File: src/rtl/clb_config_loader.sv
// Configuration sequencer: stages one word per logic pair in shadow registers, then commits all pairs at once.
// Optional feature macro CFG_PARITY_EN: 23-bit words with even parity; a bad word aborts the session.
module clb_config_loader #(
    parameter int NUM_PAIRS = 4,
    parameter int PTR_W     = 4
) (
    input  logic                     clk,
    input  logic                     reset,
    input  logic                     start,
`ifdef CFG_PARITY_EN
    input  logic [22:0]              cfg_data,
`else
    input  logic [21:0]              cfg_data,
`endif
    input  logic                     cfg_valid,
    output logic                     cfg_ready,
    output logic                     prgm_b,
    output logic [NUM_PAIRS-1:0]     CLB_prgm_b,
    output logic [16*NUM_PAIRS-1:0]  look_up_t,
    output logic [NUM_PAIRS-1:0]     switch,
    output logic [NUM_PAIRS-1:0]     carryOut_sel_mux,
    output logic [NUM_PAIRS-1:0]     bypass,
    output logic [3*NUM_PAIRS-1:0]   CYMUX0_select,
    output logic                     busy,
    output logic                     done,
    output logic                     error
);

    typedef enum logic [1:0] {S_IDLE, S_LOAD, S_COMMIT, S_DONE} state_t;

    state_t           r_state;
    state_t           w_state_next;
    logic [PTR_W-1:0] r_ptr;
    logic             r_error;
    logic             w_xfer;
    logic             w_accept;
    logic             w_last;
    logic             w_par_err;
    logic             w_commit;

    assign w_xfer = (r_state == S_LOAD) && cfg_valid;
`ifdef CFG_PARITY_EN
    assign w_par_err = ^cfg_data;
`else
    assign w_par_err = 1'b0;
`endif
    assign w_accept = w_xfer && !w_par_err;
    assign w_last   = (r_ptr == PTR_W'(NUM_PAIRS - 1));
    assign w_commit = (r_state == S_COMMIT);
    assign error    = r_error;

    always_ff @(posedge clk) begin
        if (reset) begin
            r_state <= S_IDLE;
        end else begin
            r_state <= w_state_next;
        end
    end

    always_comb begin
        w_state_next = r_state;
        cfg_ready    = 1'b0;
        busy         = 1'b0;
        prgm_b       = 1'b1;
        done         = 1'b0;
        case (r_state)
            S_IDLE: begin
                if (start) begin
                    w_state_next = S_LOAD;
                end
            end
            S_LOAD: begin
                cfg_ready = 1'b1;
                busy      = 1'b1;
                // A corrupted word abandons the session before anything reaches the array
                if (w_xfer) begin
                    if (w_par_err) begin
                        w_state_next = S_IDLE;
                    end else if (w_last) begin
                        w_state_next = S_COMMIT;
                    end
                end
            end
            S_COMMIT: begin
                prgm_b       = 1'b0;
                busy         = 1'b1;
                w_state_next = S_DONE;
            end
            S_DONE: begin
                done         = 1'b1;
                w_state_next = S_IDLE;
            end
            default: w_state_next = S_IDLE;
        endcase
    end

    always_ff @(posedge clk) begin
        if (reset) begin
            r_ptr   <= '0;
            r_error <= 1'b0;
        end else begin
            if ((r_state == S_IDLE) && start) begin
                r_ptr   <= '0;
                r_error <= 1'b0;
            end else if (w_accept) begin
                r_ptr <= r_ptr + PTR_W'(1);
            end
            if (w_xfer && w_par_err) begin
                r_error <= 1'b1;
            end
        end
    end

    // Per pair: shadow captures its word during LOAD, committed copy follows only on COMMIT
    generate
        for (genvar gi = 0; gi < NUM_PAIRS; gi++) begin : g_pair
            logic [21:0] r_shadow;
            logic [21:0] r_cfg;

            always_ff @(posedge clk) begin
                if (reset) begin
                    r_shadow <= '0;
                    r_cfg    <= '0;
                end else begin
                    if (w_accept && (r_ptr == PTR_W'(gi))) begin
                        r_shadow <= cfg_data[21:0];
                    end
                    if (w_commit) begin
                        r_cfg <= r_shadow;
                    end
                end
            end

            assign look_up_t[16*gi +: 16]    = r_cfg[21:6];
            assign switch[gi]                = r_cfg[5];
            assign carryOut_sel_mux[gi]      = r_cfg[4];
            assign bypass[gi]                = r_cfg[3];
            assign CYMUX0_select[3*gi +: 3]  = r_cfg[2:0];
            assign CLB_prgm_b[gi]            = prgm_b;
        end
    endgenerate

endmodule

File: config.mk
export PLATFORM = sky130hd
export DESIGN_NAME = clb_config_loader
export DESIGN_NICKNAME = d
export VERILOG_FILES = /design/src/rtl/clb_config_loader.sv
export SDC_FILE = /design/constraint.sdc
export NUM_CORES = 1
export LEC_CHECK = 0
export CAP_MARGIN = 25
export CELL_PAD_IN_SITES_DETAIL_PLACEMENT = 1
export CELL_PAD_IN_SITES_GLOBAL_PLACEMENT = 1
export CORE_MARGIN = 2
export CORE_UTILIZATION = 36
export DETAILED_ROUTE_END_ITERATION = 6
export PLACE_DENSITY_LB_ADDON = 0.12
export SETUP_SLACK_MARGIN = 0.15
export SLEW_MARGIN = 20
export SYNTH_ARGS = -nofsm -noshare
export SYNTH_HDL_FRONTEND = slang
export SYNTH_SLANG_ARGS = --single-unit
File: constraint.sdc
create_clock -name clk -period 1.79 [get_ports clk]
set_input_delay 0.358 -clock clk [delete_from_list [all_inputs] [get_ports clk]]
set_output_delay 0.358 -clock clk [all_outputs]
set_load 0.03 [all_outputs]
### Power grid, run 1

Bar = 50 um. Pins as bars on the die edge.
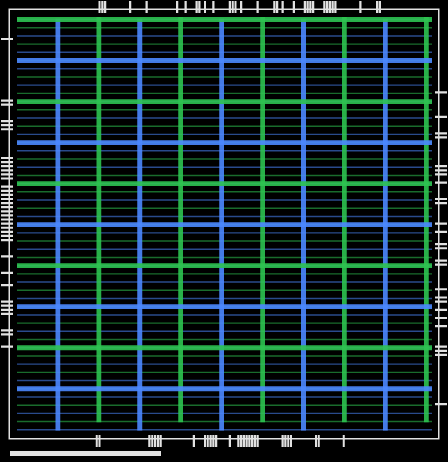
VSS -> blue
VDD -> green
met5 straps = 10
met1 rails = 51
signal pins = 123
met4 straps = 10
rows = 50
die span in x: 142 um
worst vdd rail ir drop: 1010 uV
vertical die size: 142 um
Core Box Area: 18700 sq um

### Cell classes on the final placement, run 1

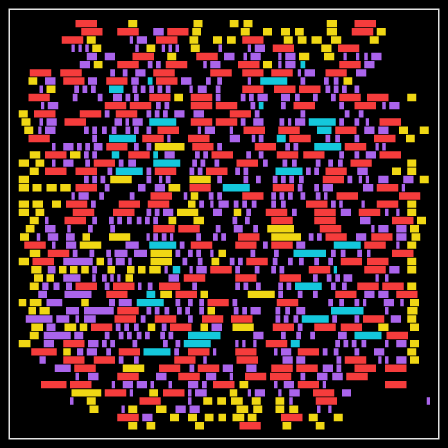
all other logic -> purple  # cells 489, share of their area 34%
clock drivers and dummy loads -> cyan  # cells 32, share of their area 6.8%
other buffers and delay cells -> yellow  # cells 163, share of their area 18%
flip-flops -> red  # cells 182, share of their area 41%
site row count: 50
Layout Cell Area excl Fill: 9240 sq um
sequential share of cell area: 0.395

==> flow_metrics.py, run 1 <==
# Physical implementation metrics
metrics = {
    "clock_tree": {
        "cts.sinks": 182,
        "hold_buffers": 0,
        "max-clock-path-buffers": 2,
        "cts_tree": "yes",
        "htree_num_levels": 4,
    },
    "job": {
        "openroad.warnings": 36,
    },
    "logic_synthesis": {
        "synth_dominant_cell_count": "sky130_fd_sc_hd__dfxtp_1",
        "synth_nets": 775,
        "postSynth.asyncResetShare": 0,
        "top_area_frac": 0.532,
        "post_synth_num_cell_types": 28,
        "ys.warnings.count": 0,
        "ys_cells": 739,
        "synthFlopType": "sky130_fd_sc_hd__dfxtp_1",
    },
    "final_timing": {
        "report.final.hold_viol_count": 0,
        "timing.slew.headroom": 0.661,
        "grt_setup_unrepaired": "true",
        "worst_clock_skew_ns": 0.0103,
        "timing.final.crit_period_ns": 1.64,
        "timing.fmax_mhz": 608,
        "finalSetupViolations": 0,
        "min_period_over_period": 0.919,
    },
    "finish": {
        "filler_cell_count": 2077,
        "fraction_of_final_layout_cells_with_drive_strength_greater_than_1": 0.133,
        "area.sequential_sq_um": 3650,
        "area_delta_synth_final_pct": 35.1,
    },
    "worst_setup_path": {
        "critPathMaxStageDelay_ns": 0.38,
        "critPathLaunch": "r_state[0]$_SDFFE_PP0P_",
        "crit_path_max_fanout": 5,
        "arrival_ns": 1.29,
        "end_kind": "output pin",
    },
    "grt": {
        "first_global_vias": 6092,
    },
    "pwr": {
        "power.density_cell_area_nw_per_um2": 1240,
    },
    "min_path": {
        "worst_hold_path_type": "input pin to flip-flop",
    },
    "floorplanning": {
        "fp-utilization": 0.366,
        "pin_count": 123,
    },
    "routing": {
        "initialDrtViolationCount": 444,
        "drt_drc_violations_left": 0,
        "post_dr_vias_cell": 5.35,
        "route.antenna.remaining_nets": 0,
    },
    "outcome": {
        "run_status": "finished clean",
    },
}
### Nets reached from selected ports, run 1

Bar = 50 um.
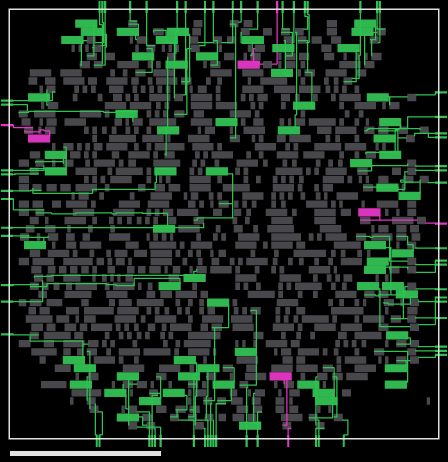
look_up_t -> green  # direction output, edge 19 top, 17 bottom, 17 right, 11 left, end cells 64, buffers 64, wire 2090 um
bypass -> magenta  # direction output, edge 1 bottom, 1 right, 1 top, 1 left, end cells 4, buffers 4, wire 96.3 um

### Routing congestion map, run 1

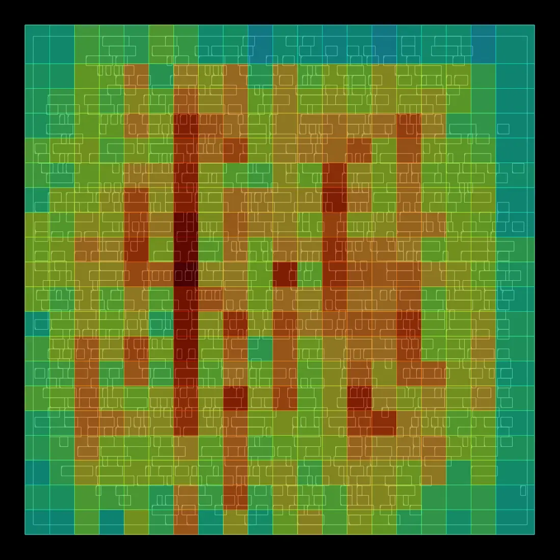
post-layout utilization of the core: 0.494
GRT met1 Usage: 0.288
GRT Max-Usage Layer: met2
wire length per cell: 20.3 um
met3 usage in global routing: 0.0456

==> run 1: worst max-delay path, delay by kind of cell, from the launching register on <==
| kind | cells | cell delay [ns] |
|---|---|---|
| adder cells (fa/ha/maj) | 1 | 0.18 |
| flip-flops | 1 | 0.38 |
| buffers and inverters | 3 | 0.29 |
==> run 1: placed cells by master, fill, tap and decap left out, drive strengths merged <==
master,synthesis,final
a2111oi,1,1
a211o,1,1
a211oi,1,1
a21o,1,1
a21oi,90,90
and4bb,1,1
buf,37,48
bufinv,0,3
clkbuf,34,23
clkdlybuf4s15,0,1
clkdlybuf4s50,0,24
clkinv,0,6
clkinvlp,0,6
conb,1,1
dfxtp,182,182
dlygate4sd2,0,87
ha,10,10
inv,9,9
mux2i,89,89
nand2,2,2
nand2b,2,2
nand3,91,91
nand4bb,1,1
nor2,90,90
nor2b,2,2
o21ai,89,89
or2,1,1
or3,1,1
or3b,1,1
xnor2,1,1
xor2,1,1
==> run 1: stage by stage <==
step                instances  worst slack, ns  hold WS [ns]
floorplan                 739            0.188         0.458
global placement         1052           0.0357         0.466
detailed placement       1052         -0.00717         0.476
CTS                      1091           0.0422         0.339
global route             1100           0.0944         0.359
finish                   1100            0.145         0.342
==> run 1: area by class of cell <==
type	instances	share of cell area
Timing Repair Buffer	163	0.177
Sequential cell	182	0.395
Clock inverter	12	0.0164
Timing Repair inverter	3	0.00244
Inverter	9	0.00596
Tap cell	234	0.0317
Multi-Input combinational cell	477	0.322
Clock buffer	20	0.0494
==> run 1: routing by layer <==
metal  GRT usage  share of wire
met4      0.0784          0.018
met5           0              0
met1       0.288           0.44
met3      0.0456          0.049
met2       0.362           0.49
==> run 1: sequential cells by signal, indices dropped and copies added (netlist names) <==
signal,count
r_ptr,4
g_pair.r_cfg,88
r_state,2
g_pair.r_shadow,88
==> run 1: path summary, 6_finish.rpt <==
check | to | slack [ns] | cells past startpoint
setup / recovery | CLB_prgm_b[0] | 0.15 | 4
hold / removal | g_pair[0].r_cfg[20]$_SDFFE_PP0P_ | 0.34 | 2
setup reg to reg | r_state[0]$_SDFFE_PP0P_ | 0.15 | 4
hold reg to reg | g_pair[2].r_shadow[0]$_SDFFE_PP0P_ | 0.49 | 2
==> run 1: logic make-up (layout without fill, tap and decap cells) <==
logic type	Yosys count	count (layout)	synth area share
adder cells (fa/ha/maj)	10	10	0.0183
AND/OR/NAND/NOR	192	192	0.127
multiplexers	89	89	0.130
AND-OR/OR-AND	183	183	0.136
XOR/XNOR	2	2	0.00256
other	1	1	0.000548
flip-flops	182	182	0.532
buffers and inverters	80	207	0.0530
==> run 1: report_power, final <==
part           internal (W)  switching, W
registers           0.00419      0.000112
logic               0.00141       0.00191
clock network       0.00227       0.00159
==> run 1: repair_timing <==
action                                  CTS  global route
endpoints found under the setup margin  181           147
gates cloned                              3             4
pin swaps                                 1             5
setup buffers                             4             5
resized                                 140            42
### Placement density heat map, run 1

Bar = 50 um. The die is cut into 14 by 14 equal tiles; black is low, pale yellow is high, 0 to 100% covered.
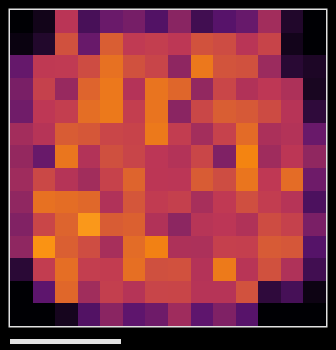

==> inputs of run 2 (changes only) <==
--- a/config.mk
+++ b/config.mk
@@ -9,9 +9,9 @@
 export CELL_PAD_IN_SITES_DETAIL_PLACEMENT = 1
 export CELL_PAD_IN_SITES_GLOBAL_PLACEMENT = 1
 export CORE_MARGIN = 2
-export CORE_UTILIZATION = 36
+export CORE_UTILIZATION = 43
 export DETAILED_ROUTE_END_ITERATION = 6
-export PLACE_DENSITY_LB_ADDON = 0.12
+export PLACE_DENSITY = 0.93
 export SETUP_SLACK_MARGIN = 0.15
 export SLEW_MARGIN = 20
 export SYNTH_ARGS = -nofsm -noshare
==> constraint.sdc (replaced) <==
create_clock -name clk -period 2.1 [get_ports clk]
set_input_delay 0.42 -clock clk [delete_from_list [all_inputs] [get_ports clk]]
set_output_delay 0.42 -clock clk [all_outputs]
set_load 0.03 [all_outputs]
### Placement density heat map, run 2

Bar = 50 um. The die is cut into 13 by 13 equal tiles; black is low, pale yellow is high, 0 to 100% covered.
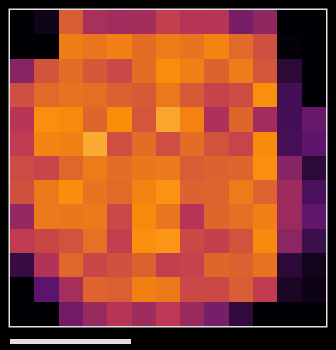
tiles over 75% full = 6.5%
mean over tiles = 50%
fullest tile = 82%
nearly empty tiles = 8.9%

==> run 2 against run 1 <==
  * Clock skew is 0.0024 ns lower
  * First-iteration DRC count rose by 14%
  * Critical endpoint is now CYMUX0_select[3]
  * Routed wire length fell by 4.0%
  * Largest power group unchanged
  * Final area fell by 5.2%
==> flow_metrics.py, run 2 <==
# Physical implementation metrics
metrics = {
    "final_timing": {
        "finalSetupViolations": 0,
        "report.final.hold_viol_count": 0,
        "timing.fmax_mhz": 522,
        "setup_ws_ns": 0.183,
        "grt_setup_unrepaired": "false",
        "timing.final.crit_period_ns": 1.92,
        "worst_clock_skew_ns": 0.00786,
        "min_period_over_period": 0.913,
    },
    "logic_synthesis": {
        "ys_cells": 739,
        "ys.warnings.count": 0,
        "top_area_frac": 0.532,
        "synth_nets": 775,
        "synthFlopType": "sky130_fd_sc_hd__dfxtp_1",
    },
    "routing": {
        "drt_drc_violations_left": 0,
        "topRoutingLayerUsed": "met4",
        "initialDrtViolationCount": 504,
        "detailroute.wirelength.met3_um": 1330,
        "post_dr_vias_cell": 5.57,
    },
    "finish": {
        "fraction_of_final_layout_cells_with_drive_strength_greater_than_1": 0.0707,
        "mostFrequentLayoutCell": "sky130_fd_sc_hd__dfxtp_1",
        "mostFrequentLayoutCells": "sky130_fd_sc_hd__dfxtp_1, sky130_fd_sc_hd__clkdlybuf4s50_1, sky130_fd_sc_hd__nand3_1",
        "area.sequential_sq_um": 3650,
        "filler_cell_count": 1781,
        "top_regs": "g_pair.r_cfg: 88 flops, g_pair.r_shadow: 88 flops, r_ptr: 4 flops",
        "area_delta_synth_final_pct": 28.0,
        "final_area_sq_um": 8760,
    },
    "worst_setup_path": {
        "end_kind": "output pin",
        "critical_path_buf_inv_count": 1,
        "critPathMaxStageDelay_ns": 0.69,
        "family_with_the_most_delay_on_the_worst_path": "buffers and inverters",
    },
    "pwr": {
        "power.density_cell_area_nw_per_um2": 1010,
        "vdd.ir_drop.worst_uv": 993,
    },
    "clock_tree": {
        "max-clock-path-buffers": 2,
        "hold_buffers": 0,
        "cts.sinks": 182,
        "post-cts-setup-buffers": 0,
        "cts_tree": "yes",
        "htree_num_levels": 4,
    },
    "grt": {
        "first_global_vias": 5879,
    },
    "place": {
        "detailedPlace.worstSlack_ns": 0.138,
    },
    "job": {
        "openroad.warnings": 35,
    },
    "floorplanning": {
        "pin_count": 123,
        "fp-utilization": 0.435,
        "fp.coreArea_sq_um": 15700,
    },
    "outcome": {
        "run_status": "finished clean",
    },
}
-- run 2: netlist changes by cell type in the layout (fill, tap and decap cells not counted), sizes merged --
cell           before  now
dlymetal6s2s        0    6
clkdlybuf4s15       1    0
dlygate4sd2        87    1
clkdlybuf4s18       0    1
clkinvlp            6    1
clkdlybuf4s50      24  106
buf                48   21
bufinv              3    0
clkinv              6    1
clkbuf             23   29
-- run 2: cell type report --
type,count,share of cell area
clock buffer,27,0.0620
clock inverter,2,0.00143
inverter,9,0.00386
multi-input combinational,477,0.327
sequential,182,0.416
tap,216,0.0308
timing repair buffer,137,0.158
-- run 2: cells by family after synthesis --
group,synth area share
AOI/OAI and AO/OA,0.136
xor gates and xnor gates,0.00256
adders and majority gates,0.0183
buffers and inverters,0.0530
DFF,0.532
muxes,0.130
other,0.000548
and+or+nand+nor,0.127
-- run 2: through the flow --
step           instances  utilization  hold WS, ns  total power (W)
2_1_floorplan        739            -        0.458          0.00526
3_3_place_gp        1021        0.523        0.466          0.00585
5_1_grt             1050        0.558        0.500          0.00912
3_5_place_dp        1021        0.523        0.476          0.00588
4_1_cts             1050        0.557        0.485          0.00883
6_report            1050        0.558        0.483          0.00881
-- run 2: worst paths after layout --
check	end	slack, ns	from	depth (start not counted)
min	g_pair[2].r_shadow[12]$_SDFFE_PP0P_	0.48	g_pair[2].r_shadow[12]$_SDFFE_PP0P_	2
min reg2reg	g_pair[2].r_shadow[12]$_SDFFE_PP0P_	0.48	g_pair[2].r_shadow[12]$_SDFFE_PP0P_	2
max reg2reg	g_pair[2].r_shadow[21]$_SDFFE_PP0P_	0.31	r_state[1]$_SDFFE_PP0P_	6
max	CYMUX0_select[3]	0.18	g_pair[1].r_cfg[0]$_SDFFE_PP0P_	1
-- run 2: report_power, final --
group          internal (W)  leakage [nW]  total (W)  switching (W)
Sequential          0.00357          1.47    0.00366      0.0000927
Clock               0.00175         0.273    0.00302        0.00127
Combinational      0.000734          1.27    0.00213        0.00140
-- run 2: timing repair --
item                                    in CTS  in global routing
endpoints found under the setup margin       8                 18
gates cloned                                 0                  0
gates resized                               30                 11
-- run 2: routing by layer --
layer | global-route usage | vias to the layer above
li1 | - | 2714
met1 | 0.328 | 2874
met2 | 0.413 | 199
met4 | 0.118 | 0
met5 | 0 | -
met3 | 0.0582 | 59
### Routing congestion map, run 2

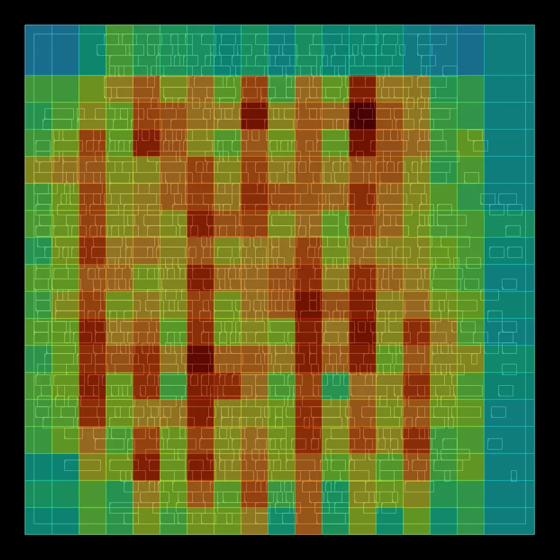

==> inputs of run 3 (changes only) <==
--- a/config.mk
+++ b/config.mk
@@ -9,9 +9,9 @@
 export CELL_PAD_IN_SITES_DETAIL_PLACEMENT = 1
 export CELL_PAD_IN_SITES_GLOBAL_PLACEMENT = 1
 export CORE_MARGIN = 2
-export CORE_UTILIZATION = 43
+export CORE_UTILIZATION = 36
 export DETAILED_ROUTE_END_ITERATION = 6
-export PLACE_DENSITY = 0.93
+export PLACE_DENSITY = 0.84
 export SETUP_SLACK_MARGIN = 0.15
 export SLEW_MARGIN = 20
 export SYNTH_ARGS = -nofsm -noshare
==> constraint.sdc (replaced) <==
create_clock -name clk -period 1.6 [get_ports clk]
set_input_delay 0.32 -clock clk [delete_from_list [all_inputs] [get_ports clk]]
set_output_delay 0.32 -clock clk [all_outputs]
set_load 0.03 [all_outputs]
### Routing congestion map, run 3

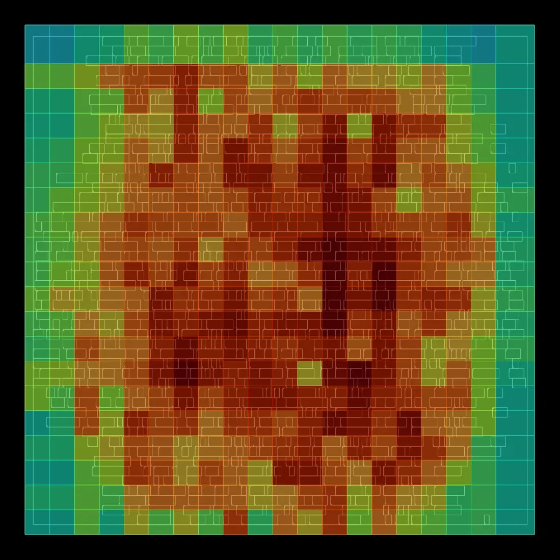
routing usage on met2: 0.465
post-layout utilization of the core: 0.615
met3 usage in global routing: 0.0591
wire length per cell: 32.1 um

==> run 3 against run 2 <==
  * The flow now finishes with violations (negative setup slack)
  * Utilization up 5.8 points
  * First-iteration DRC count up 49%
  * Sequential cell count unchanged
  * Routed wire length up 71%
  * Combinational power rose to 3.3 times the previous value
  * Final area up 31%
  * Die area up 19%
  * Via count up 22%
  * Power up 89%
==> flow_metrics.py, run 3 <==
# Physical implementation metrics
metrics = {
    "grt": {
        "first_global_vias": 6885,
        "antenna_violations_before_repair": 0,
        "grt_first_pass_wirelength_um": 42200,
        "globalRouteOverflowTotal": 0,
        "grt_max_degree": 46,
        "grt_util_all_layers": 0.282,
    },
    "logic_synthesis": {
        "top_area_frac": 0.532,
        "synth_top_cell_by_area": "sky130_fd_sc_hd__dfxtp_1",
        "synth-edff-count": 0,
        "synth.top_cells.by_area": "sky130_fd_sc_hd__dfxtp_1, sky130_fd_sc_hd__mux2i_1, sky130_fd_sc_hd__nand3_1",
        "synth_nets": 775,
        "postSynth.asyncResetShare": 0,
        "ys.warnings.count": 0,
        "postSynthCellCount": 739,
        "synth.top_cells.by_count": "sky130_fd_sc_hd__dfxtp_1, sky130_fd_sc_hd__nand3_1, sky130_fd_sc_hd__a21oi_1, sky130_fd_sc_hd__nor2_1",
        "post_synth_num_cell_types": 28,
        "synth_dominant_cell_count": "sky130_fd_sc_hd__dfxtp_1",
        "ys.flops": 182,
        "ys_cells": 739,
        "synthFlopType": "sky130_fd_sc_hd__dfxtp_1",
    },
    "worst_setup_path": {
        "critPathRequiredTime_ns": 1.97,
        "arrival_ns": 2.24,
        "end_kind": "flip-flop",
        "start_kind": "flip-flop",
        "crit_path_max_fanout": 6,
        "criticalPathCategory": "flip-flop to flip-flop",
    },
    "clock_tree": {
        "ctsResizeCount": 351,
        "cts_tree": "yes",
        "hold_buffers": 0,
        "htree_num_levels": 4,
        "cts.sinks": 182,
        "clock-root-buffer": "sky130_fd_sc_hd__clkbuf_16",
        "post-cts-setup-buffers": 16,
        "cts.reportedPaths.clkPinSlew_ns": 0.08,
        "max-clock-path-buffers": 2,
        "clock.latency.late_pin_ns": 0.46,
    },
    "final_timing": {
        "min_period_over_period": 1.17,
        "worst_slew_pin_slew_ns": 0.773,
        "totalNegativeSetupSlack_ns": -13.72,
        "max_slew_vio_count": 0,
        "setup_ws_ns": -0.271,
        "timing.fmax_mhz": 534,
        "timing.final.crit_period_ns": 1.87,
        "finalSetupViolations": 127,
        "report.final.hold_viol_count": 0,
        "timing.slew.headroom": 0.483,
        "grt_setup_unrepaired": "true",
        "worst_clock_skew_ns": 0.0177,
    },
    "place": {
        "post_dp_cell_area_sq_um": 8500,
        "numPlacedInstances": 1052,
        "dp_hpwl_um": 13900,
        "gpl.final_weighted_congestion": 0.774,
    },
    "floorplanning": {
        "fp.coreArea_sq_um": 18700,
        "fp-utilization": 0.366,
        "pin_count": 123,
        "fp.dieW_um": 142,
        "num_rows": 50,
        "die_height_um": 142,
    },
    "pwr": {
        "vdd.ir_drop.worst_uv": 1580,
        "power.density_cell_area_nw_per_um2": 1450,
        "p_sw_w": 0.00597,
        "total_power_w": 0.0166,
        "share_seq_of_total_power": 0.292,
        "internal_power_w": 0.0107,
        "clockPowerShare": 0.281,
        "share_comb_of_total_power": 0.427,
        "netSwitchingFraction": 0.359,
    },
    "routing": {
        "route.antenna.remaining_nets": 0,
        "post_dr_vias_cell": 6.22,
        "drt_first_pass_iters": 5,
        "initialDrtViolationCount": 749,
        "drt_drc_violations_left": 0,
        "drt-total-wl_um": 36700,
    },
    "finish": {
        "layout.nets": 932,
        "final_area_sq_um": 11500,
        "filler_cell_count": 1850,
        "mostFrequentLayoutCell": "sky130_fd_sc_hd__dfxtp_1",
        "mostFrequentLayoutCells": "sky130_fd_sc_hd__dfxtp_1, sky130_fd_sc_hd__nor2_1, sky130_fd_sc_hd__mux2i_1",
        "top_regs": "g_pair.r_cfg: 88 flops, g_pair.r_shadow: 88 flops, r_ptr: 4 flops",
        "fin_cells": 1143,
        "area_delta_synth_final_pct": 68.2,
        "fraction_of_final_layout_cells_with_drive_strength_greater_than_1": 0.461,
    },
    "outcome": {
        "violations": "negative setup slack",
        "run_status": "complete, but fails checks",
    },
    "job": {
        "drv.max_cap_violation_count": 0,
        "openroad.warnings": 37,
    },
    "min_path": {
        "worst_hold_path_type": "input pin to flip-flop",
    },
}
[run 3: cell types whose count changed in the layout (fill, tap and decap cells not counted), sizes merged]
cell and delta:
buf +91, clkdlybuf4s50 -82, clkdlybuf4s15 +57, dlymetal6s2s -6
clkdlybuf4s18 +4, bufinv +3, clkinv +3, clkinvlp +3
inv +3, bufbuf +1, clkbuf -1, dlygate4sd2 -1
[run 3: metrics by stage]
step / utilization / worst slack, ns / hold WS (ns)
2_1_floorplan: - / 0.0909 / 0.458
3_3_place_gp: 0.455 / -0.118 / 0.467
4_1_cts: 0.537 / -0.0801 / 0.253
3_5_place_dp: 0.455 / -0.220 / 0.478
6_report: 0.615 / -0.271 / 0.253
5_1_grt: 0.615 / -0.260 / 0.272
[run 3: worst paths after layout]
kind                                                    startpoint                                  to  slack (ns)  cells past startpoint
worst min register to register  g_pair[1].r_shadow[8]$_SDFFE_PP0P_  g_pair[1].r_shadow[8]$_SDFFE_PP0P_        0.48                      2
worst max register to register             r_state[0]$_SDFFE_PP0P_  g_pair[3].r_shadow[3]$_SDFFE_PP0P_       -0.27                      8
worst min-delay path                                         reset     g_pair[3].r_cfg[2]$_SDFFE_PP0P_        0.25                      2
worst max-delay path                       r_state[0]$_SDFFE_PP0P_  g_pair[3].r_shadow[3]$_SDFFE_PP0P_       -0.27                      8
[run 3: layout make-up]
cell class	instances	area [sq um]	area share
multi-input combinational	477	4140	0.360
tap	234	293	0.0254
timing repair buffer	209	2740	0.238
inverter	9	56.3	0.00489
clock inverter	14	170	0.0148
clock buffer	18	450	0.0391
sequential	182	3660	0.318
[run 3: kinds of logic (layout without fill, tap and decap cells)]
family	after synthesis	count (layout)	share of synthesized area
flip-flops	182	182	0.532
AND-OR/OR-AND	183	183	0.136
adder cells (fa/ha/maj)	10	10	0.0183
other	1	1	0.000548
XOR/XNOR	2	2	0.00256
buffers and inverters	80	250	0.0530
AND/OR/NAND/NOR	192	192	0.127
multiplexers	89	89	0.130
[run 3: power by group through the flow]
stage          Sequential (W)  Clock [W]  Combinational (W)
2_1_floorplan         0.00492          0            0.00233
3_3_place_gp          0.00492          0            0.00317
4_1_cts               0.00484    0.00446            0.00484
5_1_grt               0.00487    0.00480            0.00720
3_5_place_dp          0.00493          0            0.00323
6_report              0.00486    0.00468            0.00710
[run 3: worst max-delay path, stage by stage, from the launching register on]
cell and delay [ns]:
sky130_fd_sc_hd__dfxtp_4 0.37, sky130_fd_sc_hd__buf_4 0.12, sky130_fd_sc_hd__ha_4 0.15, sky130_fd_sc_hd__and4bb_4 0.36
sky130_fd_sc_hd__buf_8 0.16, sky130_fd_sc_hd__buf_12 0.12, sky130_fd_sc_hd__buf_16 0.14, sky130_fd_sc_hd__nand3_2 0.12
sky130_fd_sc_hd__a21oi_2 0.25
[run 3: per-layer routing]
metal / up-vias / global-route usage / part of all wire
li1: 2890 / - / -
met1: 3586 / 0.340 / 0.38
met2: 467 / 0.465 / 0.47
met3: 166 / 0.0591 / 0.077
met4: 0 / 0.168 / 0.071
met5: - / 0 / 0
Power and IR drop assume default switching activity.
